[config.mk]
export PLATFORM = sky130hd
export DESIGN_NAME = rv32i_mem_stage
export DESIGN_NICKNAME = d
export VERILOG_FILES = /design/src/rtl/rv32i_core_pkg.sv /design/src/rtl/rv32i_lsu_align.sv /design/src/rtl/rv32i_mem_stage.sv
export SDC_FILE = /design/constraint.sdc
export NUM_CORES = 1
export LEC_CHECK = 0
export ABC_AREA = 1
export CAP_MARGIN = 0
export CORE_MARGIN = 10
export CORE_UTILIZATION = 40
export CTS_CLUSTER_DIAMETER = 200
export DETAILED_ROUTE_END_ITERATION = 16
export PLACE_DENSITY_LB_ADDON = 0.05
export SYNTH_ARGS = -nofsm -noshare
export SYNTH_HDL_FRONTEND = slang
export SYNTH_SLANG_ARGS = --single-unit
[constraint.sdc]
create_clock -name clk_i -period 2.05 [get_ports clk_i]
set_input_delay 0.41 -clock clk_i [delete_from_list [all_inputs] [get_ports clk_i]]
set_output_delay 0.41 -clock clk_i [all_outputs]
set_load 0.02 [all_outputs]
[src/rtl/rv32i_core_pkg.sv]
// Shared rv32i core types: pipeline payloads, mem-size / writeback encodings
// and the MEM-stage FSM state enum.
package rv32i_core_pkg;

  localparam logic [1:0] MEM_B = 2'b00;
  localparam logic [1:0] MEM_H = 2'b01;
  localparam logic [1:0] MEM_W = 2'b10;

  localparam logic [1:0] WB_ALU = 2'b00;
  localparam logic [1:0] WB_MEM = 2'b01;
  localparam logic [1:0] WB_PC4 = 2'b10;

  typedef enum logic [1:0] {
    ST_IDLE        = 2'b00,
    ST_WAIT_GNT    = 2'b01,
    ST_WAIT_RVALID = 2'b10
  } mem_state_e;

  typedef struct packed {
    logic [31:0] pc;
    logic [31:0] pc_plus4;
    logic [31:0] alu_result;
    logic [31:0] rs2_data;
    logic [4:0]  rd_addr;
    logic        reg_write;
    logic        mem_read;
    logic        mem_write;
    logic [1:0]  mem_size;
    logic        mem_unsigned;
    logic [1:0]  wb_sel;
  } ex_mem_payload_t;

  typedef struct packed {
    logic [31:0] pc;
    logic [4:0]  rd_addr;
    logic        reg_write;
    logic [31:0] wb_data;
    logic        misalign;
  } mem_wb_payload_t;

  function automatic logic is_misaligned(input logic [1:0] size, input logic [1:0] addr_lo);
    logic res;
    case (size)
      MEM_H:   res = addr_lo[0];
      MEM_W:   res = (addr_lo != 2'b00);
      default: res = 1'b0;
    endcase
    return res;
  endfunction

endpackage

[src/rtl/rv32i_lsu_align.sv]
// Combinational load/store alignment: byte enables, store lane replication,
// load byte/half extraction with sign or zero extension.
module rv32i_lsu_align
  import rv32i_core_pkg::*;
(
  input  logic [1:0]  addr_lo,
  input  logic [1:0]  size,
  input  logic        is_unsigned,
  input  logic [31:0] rs2,
  input  logic [31:0] rdata,
  output logic [3:0]  be,
  output logic [31:0] wdata,
  output logic [31:0] load_data
);

  logic [3:0]  be_base_s;
  logic [4:0]  shamt_s;
  logic [31:0] rot_s;

  // Rotating the word means a misaligned access wraps within the word.
  always_comb begin
    shamt_s = {addr_lo, 3'b000};
    rot_s   = (rdata >> shamt_s) | (rdata << (6'd32 - {1'b0, shamt_s}));
    case (size)
      MEM_B: begin
        be_base_s = 4'b0001;
        wdata     = {4{rs2[7:0]}};
        load_data = is_unsigned ? {24'h000000, rot_s[7:0]} : {{24{rot_s[7]}}, rot_s[7:0]};
      end
      MEM_H: begin
        be_base_s = 4'b0011;
        wdata     = {2{rs2[15:0]}};
        load_data = is_unsigned ? {16'h0000, rot_s[15:0]} : {{16{rot_s[15]}}, rot_s[15:0]};
      end
      MEM_W: begin
        be_base_s = 4'b1111;
        wdata     = rs2;
        load_data = rot_s;
      end
      default: begin
        be_base_s = 4'b0000;
        wdata     = 32'h0000_0000;
        load_data = 32'h0000_0000;
      end
    endcase
    be = be_base_s << addr_lo;
  end

endmodule

[src/rtl/rv32i_mem_stage.sv]
// rv32i MEM stage: req/gnt/rvalid data-memory access, writeback select, MEM/WB register.
// Optional RV32I_MISALIGN_TRAP_EN: trap misaligned H/W accesses instead of issuing them.
module rv32i_mem_stage
  import rv32i_core_pkg::*;
#(
  parameter int DMEM_AW = 32
) (
  input  logic                 clk_i,
  input  logic                 rst_ni,
  input  logic                 ex_valid_i,
  input  ex_mem_payload_t      ex_payload_i,
  output logic                 stall_o,
  output logic                 dmem_req_o,
  output logic                 dmem_we_o,
  output logic [DMEM_AW-1:0]   dmem_addr_o,
  output logic [3:0]           dmem_be_o,
  output logic [31:0]          dmem_wdata_o,
  input  logic                 dmem_gnt_i,
  input  logic                 dmem_rvalid_i,
  input  logic [31:0]          dmem_rdata_i,
  output logic                 mem_valid_o,
  output mem_wb_payload_t      mem_payload_o
);

  mem_state_e      state_r, state_nxt_s;
  logic            is_mem_s, mem_op_s, misalign_s, issue_s;
  logic            req_s, done_s, capture_s;
  logic [3:0]      be_s;
  logic [31:0]     wdata_s, load_data_s, wb_data_s;
  logic            mem_valid_r;
  mem_wb_payload_t payload_r;

  assign is_mem_s = ex_payload_i.mem_read || ex_payload_i.mem_write;
  // Gating with rst_ni drops req/stall the instant reset asserts mid-access.
  assign mem_op_s = rst_ni && ex_valid_i && is_mem_s;

`ifdef RV32I_MISALIGN_TRAP_EN
  assign misalign_s = mem_op_s && is_misaligned(ex_payload_i.mem_size, ex_payload_i.alu_result[1:0]);
`else
  assign misalign_s = 1'b0;
`endif

  assign issue_s = mem_op_s && !misalign_s;

  rv32i_lsu_align u_align (
    .addr_lo     (ex_payload_i.alu_result[1:0]),
    .size        (ex_payload_i.mem_size),
    .is_unsigned (ex_payload_i.mem_unsigned),
    .rs2         (ex_payload_i.rs2_data),
    .rdata       (dmem_rdata_i),
    .be          (be_s),
    .wdata       (wdata_s),
    .load_data   (load_data_s)
  );

  // Access FSM next-state, request and completion decode.
  always_comb begin
    state_nxt_s = state_r;
    req_s       = 1'b0;
    done_s      = 1'b0;
    case (state_r)
      ST_IDLE, ST_WAIT_GNT: begin
        if (misalign_s) begin
          done_s      = 1'b1;
          state_nxt_s = ST_IDLE;
        end else if (issue_s) begin
          req_s = 1'b1;
          if (dmem_gnt_i) begin
            if (ex_payload_i.mem_write) begin
              done_s      = 1'b1;
              state_nxt_s = ST_IDLE;
            end else begin
              state_nxt_s = ST_WAIT_RVALID;
            end
          end else begin
            state_nxt_s = ST_WAIT_GNT;
          end
        end else begin
          state_nxt_s = ST_IDLE;
        end
      end
      ST_WAIT_RVALID: begin
        if (dmem_rvalid_i) begin
          done_s      = 1'b1;
          state_nxt_s = ST_IDLE;
        end else begin
          state_nxt_s = ST_WAIT_RVALID;
        end
      end
      default: state_nxt_s = ST_IDLE;
    endcase
  end

  // Access FSM state register.
  always_ff @(posedge clk_i or negedge rst_ni) begin
    if (!rst_ni) begin
      state_r <= ST_IDLE;
    end else begin
      state_r <= state_nxt_s;
    end
  end

  assign stall_o      = mem_op_s && !done_s;
  assign dmem_req_o   = req_s;
  assign dmem_we_o    = ex_valid_i ? ex_payload_i.mem_write : 1'b0;
  assign dmem_addr_o  = ex_valid_i ? ex_payload_i.alu_result[DMEM_AW-1:0] : {DMEM_AW{1'b0}};
  assign dmem_be_o    = ex_valid_i ? be_s : 4'b0000;
  assign dmem_wdata_o = ex_valid_i ? wdata_s : 32'h0000_0000;

  // Writeback select; a trapped access reports its faulting address.
  always_comb begin
    if (misalign_s) begin
      wb_data_s = ex_payload_i.alu_result;
    end else begin
      case (ex_payload_i.wb_sel)
        WB_MEM:  wb_data_s = load_data_s;
        WB_PC4:  wb_data_s = ex_payload_i.pc_plus4;
        default: wb_data_s = ex_payload_i.alu_result;
      endcase
    end
  end

  assign capture_s = done_s || (ex_valid_i && !is_mem_s);

  // MEM/WB pipeline register; payload holds while the valid bit is low.
  always_ff @(posedge clk_i or negedge rst_ni) begin
    if (!rst_ni) begin
      mem_valid_r <= 1'b0;
      payload_r   <= '0;
    end else begin
      mem_valid_r <= capture_s;
      if (capture_s) begin
        payload_r.pc        <= ex_payload_i.pc;
        payload_r.rd_addr   <= ex_payload_i.rd_addr;
        payload_r.reg_write <= ex_payload_i.reg_write && !misalign_s;
        payload_r.wb_data   <= wb_data_s;
        payload_r.misalign  <= misalign_s;
      end else begin
        payload_r <= payload_r;
      end
    end
  end

  assign mem_valid_o   = mem_valid_r;
  assign mem_payload_o = payload_r;

endmodule

==> run_1/drive_strength.png <==
Drawn at 3 px/um.
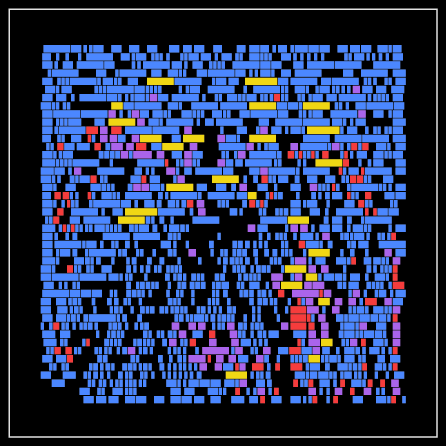
yellow -> drive 6 and up  # cells 26, share 1.9%
red -> drive 2  # cells 88, share 6.3%
purple -> drive 3 to 4  # cells 100, share 7.2%
blue -> drive 1 or less  # cells 1,175, share 85%

==> run_1/port_nets.png <==
Drawn at 2 px/um.
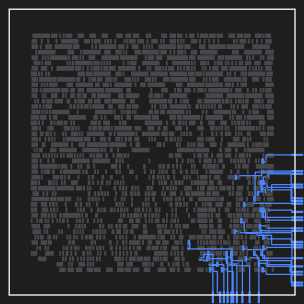
blue -> dmem_wdata_o  # bits 32, direction output, end cells 32, buffers 32, wire 770 um

==> deck_impl_summary.md, run 1 <==
Physical Implementation Snapshot

Yosys
  • Post-synthesis xor/xnor area fraction: 0
  • YS chip area: 5960 um^2
  • Area leader, netlist: nand2_1
  • Cell with the most instances after synthesis: nand2_1
  • Adder share: 0.0168
  • Ys Warns: 0
  • Mapped Area: 5960 um^2
  • Synthesized Nets: 1,214
  • Post-synth top area share: 0.332
  • Most common reg cell: dfrtp_1
  • Synthesized area per cell: 5.80 um^2
  • Aoi share: 0.0873
  • Top area cell types: nand2_1 33%, dfrtp_1 31%, inv_1 6.3%

Routing
  • Drt first pass iters: 5
  • Drt total wl: 26,200 um
  • Drt drc: 0

Critical path
  • Worst endpoint data arrival time: 1620 ps
  • R2R Path End: mem_payload_o[19]$_DFFE_PN0P_
  • Crit path launch type: primary input
  • Crit. End Element: output port
  • R2R Path Start: state_r[1]$_DFF_PN0_
  • Worst reg2reg path depth: 7

Clock tree
  • # hold bufs at CTS: 0
  • Post-CTS Setup Repair Bufs: 7
  • Post-cts resize count: 182
  • Latency at later pin: 330 ps
  • Cts bufs inserted: 9

Run
  • Max cap viols: 0

Floorplan
  • Die Y: 142 um
  • Pre-Place Util: 0.409

Outcome
  • Status: complete, no violations

Final timing
  • Tmin final: 2030 ps
  • Fmax: 492 MHz

Power and ir drop
  • Sequential logic power: 0.00194 W
  • P_clk: 0.00183 W
  • Internal power: 0.00440 W

Placed design
  • DP Area: 9740 um^2
  • Post-DP HPWL: 20,800 um

Cells and area
  • Design Area, Final: 10,100 um^2
  • Layout net count: 1,570
  • Seq. cell area: 1830 um^2

Worst hold path
  • Hold crit path type: primary input to asynchronous set/reset pin
==> run_1/pins.png <==
Drawn at 3 px/um. Pins as bars across the die edge, other pins in gray.
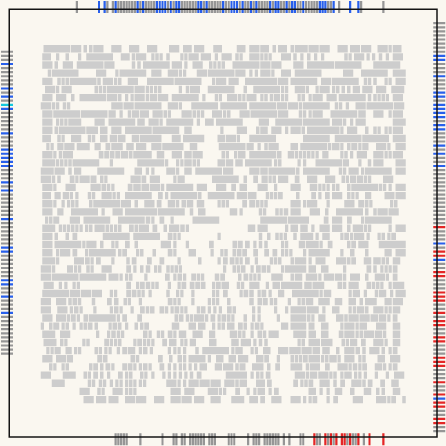
red -> dmem_wdata_o  # pins 32, direction output, edge 22 right, 10 bottom
cyan -> dmem_gnt_i  # pins 1, direction input, edge left
blue -> mem_payload_o  # pins 71, direction output, edge 35 top, 19 left, 17 right
all pins by edge = 101 right, 90 top, 75 left, 55 bottom

-- run 1: flip-flops by register name, summed over array words and instances (netlist names) --
register / cells
mem_payload_o: 70
state_r: 2
mem_valid_o: 1
-- run 1: cell type report --
cell class	count	area share
tap	184	0.0227
clock inverter	6	0.0114
clock buffer	10	0.0226
timing repair buffer	403	0.377
multi-input combinational	772	0.338
sequential	73	0.180
antenna	1	0.000247
inverter	125	0.0470
-- run 1: critical path, cell delays in order --
cell	delay [ps]
clkdlybuf4s15_2	230
inv_2	90
ha_2	220
buf_6	160
nand2_1	60
o211ai_1	80
nand2_1	70
inv_1	50
clkdlybuf4s15_2	250
-- run 1: routing by layer --
layer	vias to the layer above	part of all wire	wire, um	GRT usage
met1	3448	0.39	10100	0.289
met4	2	0.012	302	0.0565
met3	28	0.10	2700	0.0794
met5	-	0.00050	13	0
met2	304	0.50	13000	0.437
li1	3835	-	-	-
-- run 1: worst max path at each step --
| stage | slack, ps | cells past startpoint | from | end |
|---|---|---|---|---|
| floorplan | 30 | 6 | ex_payload_i[3] | dmem_wdata_o[16] |
| global placement | -710 | 8 | ex_payload_i[4] | dmem_wdata_o[5] |
| detailed placement | -770 | 8 | ex_payload_i[4] | dmem_wdata_o[2] |
| CTS | 0.7 | 6 | ex_valid_i | dmem_addr_o[28] |
| global route | -90 | 9 | ex_payload_i[3] | dmem_wdata_o[29] |
| finish | 20 | 9 | ex_payload_i[3] | dmem_wdata_o[25] |
-- run 1: stage by stage --
step                setup TNS [ps]  worst slack (ps)  hold slack, ps  utilization
finish                           0              16.3             368        0.694
global route                  -351             -91.5             441        0.694
CTS                              0             0.730             390        0.689
detailed placement          -39950              -769             457        0.667
global placement            -36120              -710             452        0.667
floorplan                        0              25.4             114            -
==> run_1/final_placement.png <==
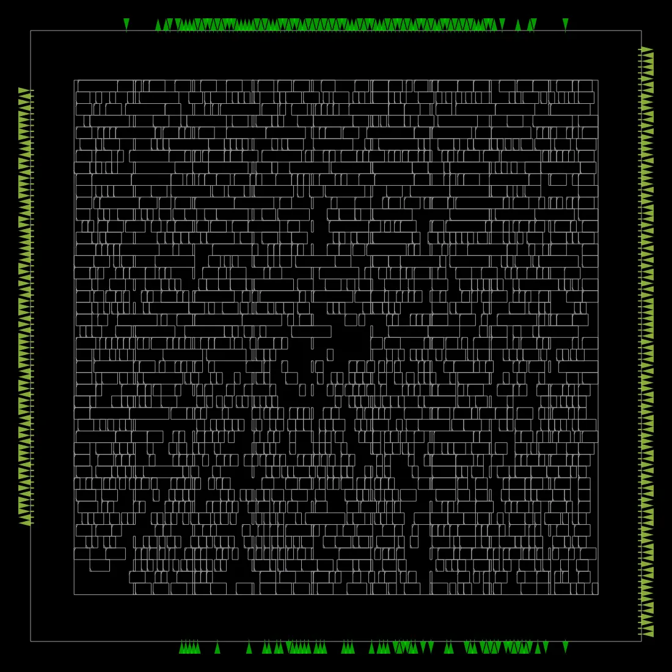

==> run 2, diff against run 1 <==
--- a/config.mk
+++ b/config.mk
@@ -14,2 +14,3 @@
 export PLACE_DENSITY_LB_ADDON = 0.05
+export RECOVER_POWER = 100
 export SYNTH_ARGS = -nofsm -noshare
==> constraint.sdc (replaced) <==
create_clock -name clk_i -period 2.05 [get_ports clk_i]
set_input_delay 0.3075 -clock clk_i [delete_from_list [all_inputs] [get_ports clk_i]]
set_output_delay 0.3075 -clock clk_i [all_outputs]
set_load 0.02 [all_outputs]
==> run_2/final_placement.png <==
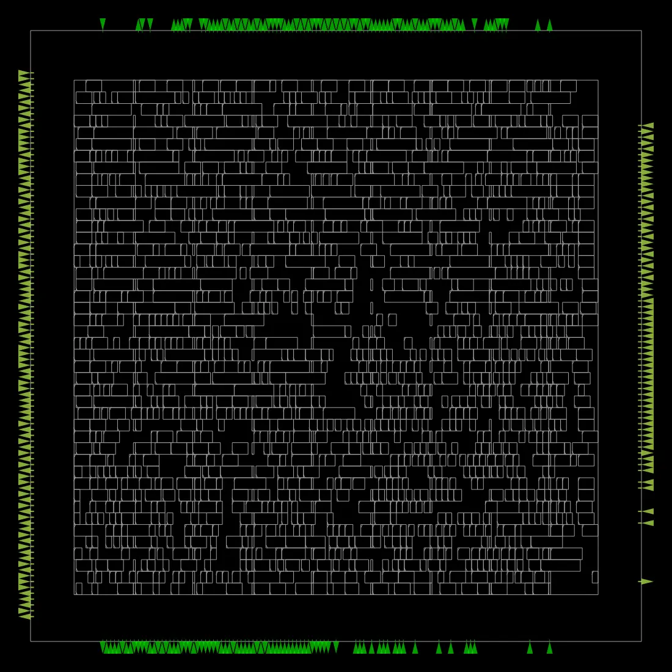
fill count: 1,346
core area: 14,600 um^2
num rows: 44
flop share of the area: 0.186

==> run_2/drive_strength.png <==
Drawn at 3 px/um.
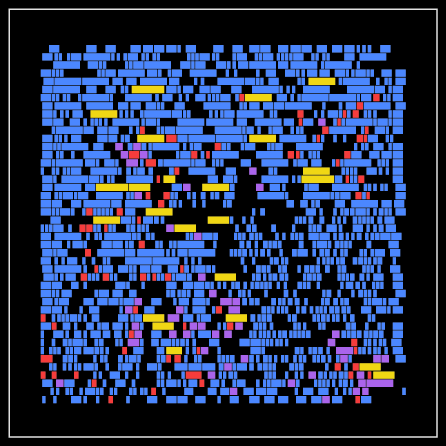
red -> drive 2  # cells 75, share 5.5%
blue -> drive 1 or less  # cells 1,214, share 89%
yellow -> drive 6 and up  # cells 23, share 1.7%
purple -> drive 3 to 4  # cells 51, share 3.7%

==> deck_impl_summary.md, run 2 <==
Physical Implementation Snapshot

Outcome
  • Status: complete, no violations

Critical path
  • Crit. End Element: output port
  • Worst path cell trace: clkdlybuf4s50_1, clkbuf_1, nand2_1, inv_1, clkdlybuf4s50_1
  • CP peak stage delay: 620 ps
  • Slowest CP cell: clkdlybuf4s50_1
  • Worst reg2reg path depth: 7
  • Worst Path Buf+Inv: 4
  • Setup crit end: dmem_we_o
  • R2R Path Start: state_r[1]$_DFF_PN0_
  • Critical path origin: ex_payload_i[5]
  • R2R Path End: mem_payload_o[1]$_DFFE_PN0P_

Yosys
  • Synthesized area per cell: 5.80 um^2
  • YS chip area: 5960 um^2
  • Synthesized Nets: 1,214
  • Most common reg cell: dfrtp_1

Routing
  • Highest Signal Layer: met4
  • M1 WL: 9920 um
  • Drt first pass iters: 5
  • Drt drc: 0
  • Drt total wl: 25,800 um

Global route
  • Met2 Resource Use GR: 0.422
  • Met3 Usage GRT: 0.0965
  • GR met1 Demand/Resource: 0.286

Cells and area
  • Layout net count: 1,545
  • Max FFs per register: 70

Placed design
  • DP Area: 9600 um^2

Final timing
  • Tmin final: 2000 ps
  • Fin Hold WS: 455 ps
  • Fmax: 501 MHz

Worst hold path
  • Hold crit path type: primary input to flip-flop
-- run 2: cell count changes in the layout (fill, tap and decap cells not counted), moves of 12 or more --
cell             previous run  this run
clkdlybuf4s50_1           244       173
dlygate4sd3_1               0       103
dlymetal6s2s_1             16         0
clkbuf_2                    2        14
buf_2                      21         3
buf_4                      85        37
clkbuf_1                    1        18
-- run 2: timing repair --
item | 4_1_cts | 5_1_grt
setup buffers | 3 | 0
endpoints found under the setup margin | 42 | 59
pin swaps | 1 | 1
hold endpoints to repair | 20 | 0
gates resized | 51 | 66
hold buffers | 1 | 0
-- run 2: metrics by stage --
| step | util | setup TNS (ps) | setup slack (ps) |
|---|---|---|---|
| 6_report | 0.674 | 0 | 53.3 |
| 5_1_grt | 0.674 | 0 | 0.814 |
| 4_1_cts | 0.680 | 0 | 11.7 |
| 3_5_place_dp | 0.658 | -25710 | -546 |
| 3_3_place_gp | 0.658 | -23280 | -486 |
| 2_1_floorplan | - | 0 | 42.3 |
-- run 2: layout make-up --
cell class / count / area, um^2
tap: 184 / 230
multi-input combinational: 772 / 3390
timing repair buffer: 378 / 3570
fill: 1346 / 4760
clock inverter: 6 / 108
inverter: 125 / 472
antenna: 2 / 5.00
sequential: 73 / 1830
clock buffer: 9 / 225
-- run 2: cell families (layout without fill, tap and decap cells) --
logic type / after synthesis / count (layout)
flops: 73 / 73
simple gates: 673 / 673
compound gates: 90 / 90
other cells: 1 / 3
fa+ha+maj: 8 / 8
buf+inv: 183 / 518
-- run 2: power by group --
part,switching [W],leakage (nW),internal (W),total [W]
sequential,0.000159,0.914,0.00176,0.00192
combinational,0.00162,4.40,0.00126,0.00288
clock,0.000599,0.161,0.00118,0.00178
total,0.00238,5.48,0.00420,0.00658
==> run_2/port_nets.png <==
Drawn at 2 px/um.
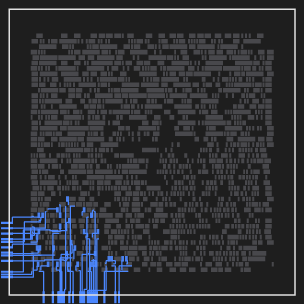

==> run 3, diff against run 2 <==
Settings changed: CORE_UTILIZATION 40 to 30, SLEW_MARGIN set to 5.
==> run_3/port_nets.png <==
Drawn at 1.5 px/um.
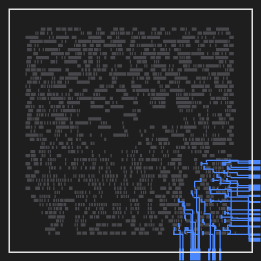
blue -> dmem_wdata_o  # bits 32, direction output, end cells 32, buffers 32, wire 879 um
IO Pins: 321
Port Buffers: 319

==> deck_impl_summary.md, run 3 <==
Physical Implementation Snapshot

Outcome
  • Status: complete, but fails checks
  • Failing checks: capacitance limit, slew limit

Critical path
  • Worst path cell trace: clkdlybuf4s50_1, inv_2, buf_4, buf_4, nand3_1, o21ai_0, dlygate4sd2_1
  • Setup crit end: dmem_be_o[3]
  • Worst Path Buf+Inv: 5
  • Worst reg2reg path depth: 8
  • Slowest CP cell: clkdlybuf4s50_1
  • Critical path origin: ex_payload_i[46]

Yosys
  • YS chip area: 5960 um^2
  • Post-synth top area share: 0.332
  • Top area cell types: nand2_1 33%, dfrtp_1 31%, inv_1 6.3%
  • Synthesized area per cell: 5.80 um^2
  • Synthesized Nets: 1,214

Run
  • Max cap viols: 1

Worst hold path
  • Hold crit path type: primary input to flip-flop

Routing
  • Drt first pass iters: 7

Power and ir drop
  • Sequential logic power: 0.00191 W
  • Switching part of the total: 0.376

Placed design
  • Post-DP HPWL: 21,300 um

Floorplan
  • Num rows: 51
  • Core area: 19,500 um^2

Final timing
  • Pins Over Slew Limit: 74
  • Setup_tns: 0 ps
==> run_3/gate_families.png <==
Drawn at 3 px/um.
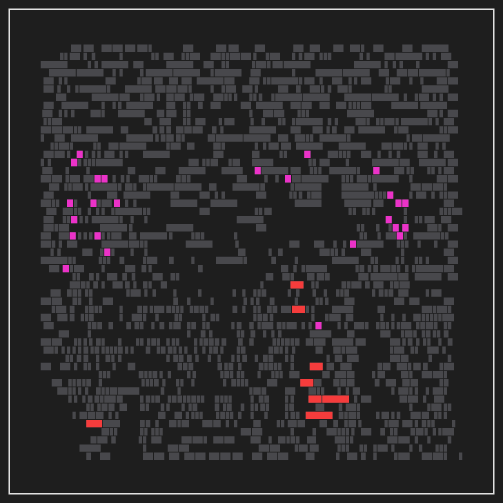
red -> adder and majority cells  # cells 8
magenta -> AND and OR gates  # cells 25

run 3: cell counts after synthesis:
Identical to the previous run, type by type.
run 3: layout make-up:
class / count / area, um^2
multi-input cells: 772 / 3410
flip-flops and latches: 73 / 1830
inverters: 125 / 474
clock inverters: 6 / 68.8
clock buffers: 10 / 229
well taps: 265 / 332
diodes: 2 / 5.00
fillers: 2054 / 9600
repair buffers: 381 / 3580
run 3: per-layer routing:
| layer | track usage | up-vias | share of wire |
|---|---|---|---|
| li1 | - | 3793 | - |
| met1 | 0.233 | 3307 | 0.42 |
| met2 | 0.339 | 280 | 0.48 |
| met3 | 0.0641 | 23 | 0.084 |
| met4 | 0.0492 | 0 | 0.018 |
| met5 | 0 | - | 0 |
run 3: timing repair:
item                                    4_1_cts  5_1_grt
resized                                     125       25
endpoints found under the setup margin       47       51
setup buffers                                 5        0
pin swaps                                     1        0
gates cloned                                  1        0
hold buffers                                  0        0
run 3: kinds of logic (layout without fill, tap and decap cells):
family | Yosys count | count (layout) | synth area share
AOI/OAI and AO/OA | 90 | 90 | 0.0873
adders and majority gates | 8 | 8 | 0.0168
buffers and inverters | 183 | 522 | 0.130
DFF | 73 | 73 | 0.306
other | 1 | 3 | 0.000629
and+or+nand+nor | 673 | 673 | 0.459
run 3: stage by stage:
step           hold slack [ps]  utilization  setup slack, ps  instance area [um^2]  power (W)
2_1_floorplan             11.9            -             42.3                  5960    0.00337
3_3_place_gp               453        0.496             -585                  9690    0.00501
3_5_place_dp               457        0.496             -610                  9690    0.00502
4_1_cts                    297        0.511             34.4                  9980    0.00664
5_1_grt                    419        0.508            -5.79                  9930    0.00681
6_report                   403        0.508             65.3                  9930    0.00638
Power figures rest on the tool's default switching activity, not on a simulated workload.
